### src/rtl/sm83_srlatch_strobe_ctl.sv
// ---------------------------------------------------------------------------
// sm83_srlatch_strobe_ctl
//
// Purpose:
//   Write-side driver for an SR latch cell with an active-low reset input.
//   A set or clear command is accepted over a valid/ready handshake. The
//   controller then issues one fixed-width strobe: s high for a set, or r_n
//   low for a clear. It waits a settle window and samples the latch q
//   feedback. Finally it pulses done, with ok reporting whether q matched
//   the request.
//
// Parameters:
//   PULSE_CYCLES   strobe width in clk cycles (1..15)
//   SETTLE_CYCLES  cycles between strobe release and the check cycle (0..15)
//
// Ports:
//   clk        in   rising-edge clock
//   reset_n    in   synchronous active-low reset
//   cmd_valid  in   command offered
//   cmd_set    in   1 = set latch, 0 = clear latch
//   cmd_ready  out  controller can accept a command this cycle
//   s          out  set strobe to latch, active high (registered)
//   r_n        out  reset strobe to latch, active low (registered)
//   q_fb       in   latch q feedback, synchronous to clk
//   done       out  one-cycle completion pulse (registered)
//   ok         out  with done: q_fb matched the command (registered)
//   busy       out  command in flight
// ---------------------------------------------------------------------------
module sm83_srlatch_strobe_ctl #(
  parameter int PULSE_CYCLES  = 2,
  parameter int SETTLE_CYCLES = 3
) (
  input  logic clk,
  input  logic reset_n,
  input  logic cmd_valid,
  input  logic cmd_set,
  output logic cmd_ready,
  output logic s,
  output logic r_n,
  input  logic q_fb,
  output logic done,
  output logic ok,
  output logic busy
);

  typedef enum logic [1:0] {
    IDLE   = 2'd0,
    STROBE = 2'd1,
    SETTLE = 2'd2,
    CHECK  = 2'd3
  } state_t;

  localparam logic [3:0] PULSE_LOAD  = 4'(PULSE_CYCLES - 1);
  localparam logic [3:0] SETTLE_LOAD = 4'(SETTLE_CYCLES);

  state_t     state;
  state_t     next_state;
  logic [3:0] cnt;
  logic [3:0] next_cnt;
  logic       cmd_q;
  logic       next_cmd;
  logic       accept;
  logic       next_strobe;

  // cmd_ready is gated by reset_n so that no handshake is offered while
  // reset is held.
  assign cmd_ready = (state == IDLE) && reset_n;
  assign busy      = (state != IDLE);
  assign accept    = cmd_valid && cmd_ready;

  // Next-state logic. The counter is loaded with N-1 for the strobe, so the
  // STROBE state lasts exactly PULSE_CYCLES cycles. It is loaded with N for
  // the settle window, so SETTLE lasts SETTLE_CYCLES+1 cycles. That gives at
  // least one SETTLE cycle even when SETTLE_CYCLES is 0.
  always_comb begin
    next_state = state;
    next_cnt   = cnt;
    next_cmd   = cmd_q;
    case (state)
      IDLE: begin
        if (accept) begin
          next_state = STROBE;
          next_cnt   = PULSE_LOAD;
          next_cmd   = cmd_set;
        end
      end
      STROBE: begin
        if (cnt == 4'd0) begin
          next_state = SETTLE;
          next_cnt   = SETTLE_LOAD;
        end else begin
          next_cnt = cnt - 4'd1;
        end
      end
      SETTLE: begin
        if (cnt == 4'd0) begin
          next_state = CHECK;
        end else begin
          next_cnt = cnt - 4'd1;
        end
      end
      CHECK: begin
        next_state = IDLE;
      end
      default: begin
        next_state = IDLE;
      end
    endcase
  end

  // The strobe flops are loaded from the next state, so the strobe lines up
  // with the STROBE state. This keeps the outputs glitch-free, with no
  // combinational path from cmd_* or q_fb. Only one of s / ~r_n can be
  // active, because both derive from the same next_cmd bit.
  assign next_strobe = (next_state == STROBE);

  // State register and registered outputs. done/ok are produced by the
  // CHECK cycle and appear in the cycle after it, which is the first IDLE
  // cycle. A reset in mid-command therefore never leaves a done pulse
  // behind.
  always_ff @(posedge clk) begin
    if (!reset_n) begin
      state <= IDLE;
      cnt   <= 4'd0;
      cmd_q <= 1'b0;
      s     <= 1'b0;
      r_n   <= 1'b1;
      done  <= 1'b0;
      ok    <= 1'b0;
    end else begin
      state <= next_state;
      cnt   <= next_cnt;
      cmd_q <= next_cmd;
      s     <= next_strobe && next_cmd;
      r_n   <= !(next_strobe && !next_cmd);
      done  <= (state == CHECK);
      ok    <= (state == CHECK) && (q_fb == cmd_q);
    end
  end

endmodule

### config.mk
export PLATFORM = sky130hd
export DESIGN_NAME = sm83_srlatch_strobe_ctl
export DESIGN_NICKNAME = d
export VERILOG_FILES = /design/src/rtl/sm83_srlatch_strobe_ctl.sv
export SDC_FILE = /design/constraint.sdc
export NUM_CORES = 1
export LEC_CHECK = 0
export CAP_MARGIN = 10
export CELL_PAD_IN_SITES_DETAIL_PLACEMENT = 0
export CELL_PAD_IN_SITES_GLOBAL_PLACEMENT = 1
export CORE_MARGIN = 10
export CORE_UTILIZATION = 34
export CTS_CLUSTER_SIZE = 16
export DETAILED_ROUTE_END_ITERATION = 8
export MAX_ROUTING_LAYER = met4
export PLACE_DENSITY_LB_ADDON = 0.1
export SLEW_MARGIN = 10
export SYNTH_ARGS = -nofsm -noshare
export SYNTH_HDL_FRONTEND = slang
export SYNTH_SLANG_ARGS = --single-unit
### constraint.sdc
create_clock -name clk -period 1.66 [get_ports clk]
set_input_delay 0.332 -clock clk [delete_from_list [all_inputs] [get_ports clk]]
set_output_delay 0.332 -clock clk [all_outputs]
set_load 0.005 [all_outputs]
==> reports/results.ini, run 1 <==
[min_path]
hold_depth=1
whs_endpoint=cnt[2]$_SDFFE_PN0P_

[layout]
clock_cell_area_share_pct=2.679
largest_register_ffs=4
combGateArea_um2=451.7
nFillCells=166
top_register=cnt
lay_top_count=buf_4
final_nets=113
clock_buffers=4
comb_area_share_pct=46.05
num-multi-input-gates=51
area_growth_pct=49.90
antenna_cells=0
top_regs=cnt: 4 flops, state: 2 flops

[critical_path]
timing.rr.start=state[1]$_SDFF_PN0_
critPathMostFrequentCell=buf_4
end_kind=flip-flop
path_cells=buf_4 > buf_4 > ha_1 > o32ai_1 > a211oi_1 > or3b_1
reg2reg_to=r_n$_SDFF_PN1_
slowest_stage=or3b_1
cp_num_buf_inv=2
cp_top_family=simple AND/OR/NAND/NOR gates

[global_routing]
met1_usage_pct=9.951
grt_max_degree=7
grt_pass1_vias=590
grt_busiest_layer=met2
met3_usage_pct=2.613
grt_usage_pct=8.264

[power_and_ir_drop]
seq_cell_power_w=0.000371
ir_drop_uv=978.7
power_leader=combinational cells
total_power_w=0.001726
p_per_area_mw_per_mm2=1760
power_frac_clock_pct=10.4
share_seq_of_total_power_pct=21.5
internal-power_w=0.001055

[clocking]
clk_latency_ns=0.26
numCtsBuffers=3
numClockSinks=11
cts_tree=done
clock-root-buffer=clkbuf_4
htree_levels=1
cts_resized=9
cts_setup_buffers=2

[synthesis]
async_reset_ff_share_pct=0
ys_sh_simple_pct=22.75
netlist_area_um2=654.4
synth_flops=11
netlist.area_leader.share_pct=33.65
ys_cells=69
common_cells=dfxtp_1, ha_1, inv_1
ys_seq_share_pct=33.65
yosysWarnings=0
fp_nets=82
synthFlopType=dfxtp_1
area_leaders=dfxtp_1, ha_1, and2_1, inv_1, nor3_1
fa_ha_area_share_pct=15.30
yosysMostFrequentCell=dfxtp_1
avgSynthCellArea_um2=9.484
yosys.area_share.xor_xnor_pct=1.338
syn_inst=69
ys_sh_aoi_pct=21.22

[drt]
routed.top_layer=met4
antenna_left=0
vias=597
wl_um=1620
met2_length_um=724
avgViaCountPerCell=4.815
drc=0
drt_first_pass_iters=4

[run_status]
violations=negative setup slack
outcome=finished with violations

[sta]
slew_headroom_pct=78.26
rsz0062_at_grt=true
min_period_ns=1.663
setup_viol=1
timing.final.ws_setup_ns=-0.003246
slew_violations=0
fin_tns_setup_ns=-0.003246
hold_viol=0
fmax_ghz=0.6012
worstMarginPinSlew_ns=0.3241
hold_slack_ns=0.5613

[placed_design]
dpl_cell_area_um2=894.6
dpl.hpwl_um=1237

[floorplan]
num_tap_cells=25
die_x_um=63.87
pin_count=11
die_y_um=63.87
rows=15
die_area_mm2=0.004079

[run]
warning_count=33
cap_viol_max_count=0

Run 1, sequential cells grouped by signal name:
Other sequential cells in the stronger grey, the rest of the logic in the fainter grey.
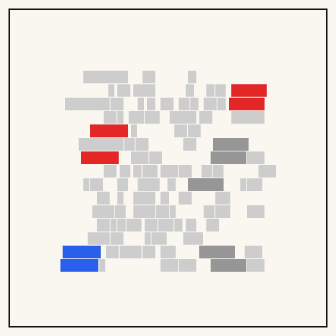
| signal | colour | sequential cells |
|---|---|---|
| `cnt` | red | 4 |
| `state` | blue | 2 |
not coloured: 5

Run 1, the metal 2 layer:
Cells faint in the background.
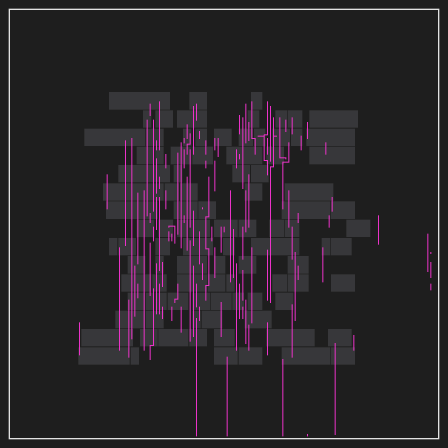
nets with wire on the layer: 91
main direction: vertical
wire length on this layer: 725 um
longest straight run: 29.9 um
share of all routed wire: 45%

Run 1, cell density map:
6 x 6 tiles, from white (low) to dark blue (high), 0 to 100% covered.
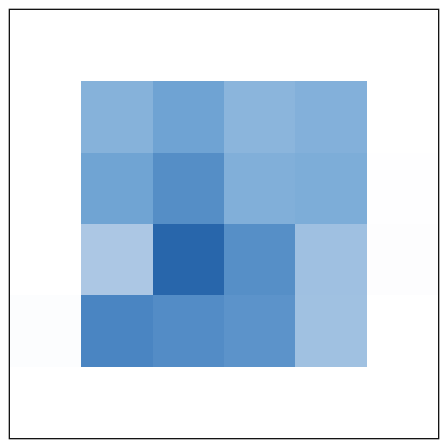
densest ninth of the die: middle
tiles over 75% full: 2.8%
mean over tiles: 23%
nearly empty tiles: 56%
fullest tile: 78%
Floorplan Utilization: 36.70%
final core occ: 55.02%
core area: 0.001783 mm2

Run 1, met1 routing:
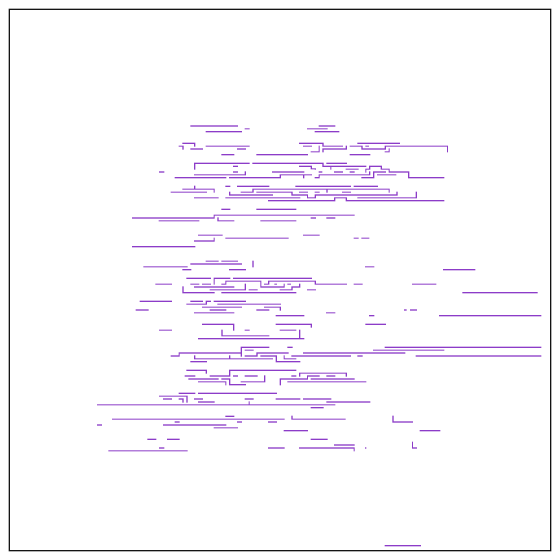

==> run 2, diff against run 1 <==
--- a/config.mk
+++ b/config.mk
@@ -14,7 +14,7 @@
 export DETAILED_ROUTE_END_ITERATION = 8
 export MAX_ROUTING_LAYER = met4
 export PLACE_DENSITY_LB_ADDON = 0.1
-export SLEW_MARGIN = 10
 export SYNTH_ARGS = -nofsm -noshare
 export SYNTH_HDL_FRONTEND = slang
 export SYNTH_SLANG_ARGS = --single-unit
+export TNS_END_PERCENT = 20
Run 2, met1 routing:
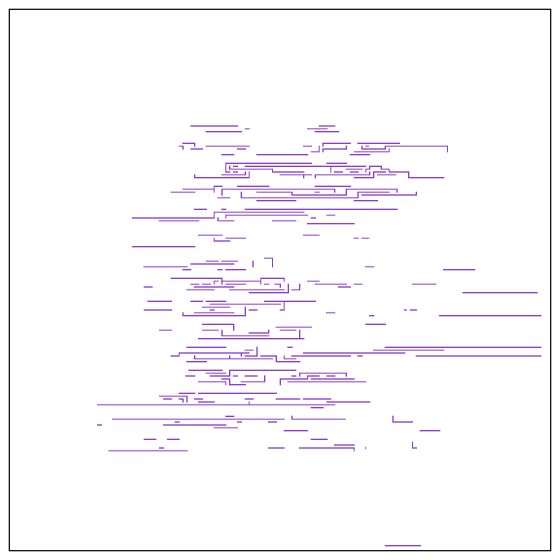
nets with wire on the layer: 100
share of all routed wire: 50%
wire length on this layer: 796 um
longest straight run: 28.1 um
main direction: horizontal

Run 2, sequential cells grouped by signal name:
Other sequential cells in the stronger grey, the rest of the logic in the fainter grey.
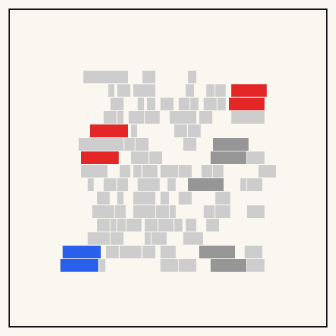
| signal | colour | sequential cells |
|---|---|---|
| `state` | blue | 2 |
| `cnt` | red | 4 |
not coloured: 5
Seq group: 0.000375 W
final core occ: 54.04%

==> run 2 against run 1 <==
Area after synthesis unchanged. Synthesized cell count unchanged. Critical endpoint unchanged. Total power fell by 2.0%. Hold slack gained 0.0015 ns. Largest power group unchanged. Utilization decreased by 0.98 points. Die size did not move. Design area fell by 1.8%. The run now ends clean. Critical path depth unchanged. Register-to-register slack better by 0.02 ns. Clock-buffer cell count unchanged.
==> reports/results.ini, run 2 <==
[power_and_ir_drop]
share_seq_of_total_power_pct=22.2  ; +0.7 points
ir_drop_uv=969.1  ; -0.98%
power_leader=combinational cells
p_sw_w=0.0006603
power_frac_clock_pct=10.9  ; +0.5 points
total_power_w=0.001693  ; -2.0%
p_per_area_mw_per_mm2=1757  ; -0.17%

[layout]
nFillCells=167  ; +0.60%
clock_cell_area_share_pct=2.727  ; +0.049 points
top_regs=cnt: 4 flops, state: 2 flops
comb_area_share_pct=45.84  ; -0.20 points
num-multi-input-gates=51  ; unchanged
top_register=cnt
largest_register_ffs=4  ; unchanged
final_nets=112  ; -0.88%
antenna_cells=0  ; unchanged
flops=11
combGateArea_um2=441.7  ; -2.2%
buffers=26
lay_top_count=buf_4
clock_buffers=4  ; unchanged

[synthesis]
yosysWarnings=0  ; unchanged
yosysMostFrequentCell=dfxtp_1
area_leaders=dfxtp_1, ha_1, and2_1, inv_1, nor3_1
yosys.area_share.xor_xnor_pct=1.338  ; unchanged
ys_sh_simple_pct=22.75  ; unchanged
synth_flops=11  ; unchanged
fp_nets=82  ; unchanged
synthFlopType=dfxtp_1
async_reset_ff_share_pct=0  ; unchanged
fa_ha_area_share_pct=15.30  ; unchanged
ys_seq_share_pct=33.65  ; unchanged
netlist.area_leader.share_pct=33.65  ; unchanged
mux_area_share_pct=1.721
avgSynthCellArea_um2=9.484  ; unchanged
ys_sh_aoi_pct=21.22  ; unchanged
common_cells=dfxtp_1, ha_1, inv_1
netlist_area_um2=654.4  ; unchanged
ys_cells=69  ; unchanged

[min_path]
hold_depth=1  ; unchanged
whs_endpoint=cnt[2]$_SDFFE_PN0P_
hold_class=flip-flop to flip-flop

[run]
warning_count=33  ; unchanged
cap_viol_max_count=0  ; unchanged

[clocking]
clk_latency_ns=0.27  ; about the same
htree_levels=1  ; unchanged
cts_setup_buffers=1  ; -1
clock-root-buffer=clkbuf_4
numCtsBuffers=3  ; unchanged
cts_tree=done
numClockSinks=11  ; unchanged
cts_resized=9  ; unchanged

[critical_path]
timing.rr.start=cnt[1]$_SDFFE_PN0P_
path_cells=inv_2 > ha_4 > nor3b_4 > o211ai_2 > o22ai_2 > or3b_1
end_kind=flip-flop
critPathArrivalTime_ns=1.79
slowest_stage=or3b_1
cp_top_family=simple AND/OR/NAND/NOR gates
cp_num_buf_inv=1  ; -1
reg2reg_to=r_n$_SDFF_PN1_

[sta]
period_used_pct=99.08
fmax_ghz=0.6080  ; +1.1%
rsz0062_at_grt=true
setup_viol=0  ; -1
hold_slack_ns=0.5628  ; +0.001477 ns
worstMarginPinSlew_ns=0.3233  ; -0.0008444 ns
timing.final.ws_setup_ns=0.01529  ; +0.01854 ns
slew_violations=0  ; unchanged
min_period_ns=1.645  ; -0.01854 ns

[drt]
dr_wl_met3_um=64
avgViaCountPerCell=4.805  ; -0.20%
routed.top_layer=met4
met2_length_um=714  ; -1.4%
drt_first_pass_iters=4  ; unchanged
vias=591  ; -1.0%

[floorplan]
pin_count=11  ; unchanged
rows=15  ; unchanged
die_x_um=63.87  ; unchanged
die_area_mm2=0.004079  ; unchanged
die_y_um=63.87  ; unchanged
initial_core_util_pct=36.70  ; unchanged

[placed_design]
dpl.hpwl_um=1237  ; unchanged
dpl_cell_area_um2=894.6  ; unchanged

[global_routing]
met1_usage_pct=9.951  ; unchanged
grt_max_degree=7  ; unchanged
grt_pass1_vias=590  ; unchanged
met3_usage_pct=2.613  ; unchanged
grt_busiest_layer=met2
grt_usage_pct=8.264  ; unchanged

[run_status]
outcome=completed

Power and IR drop assume default switching activity.
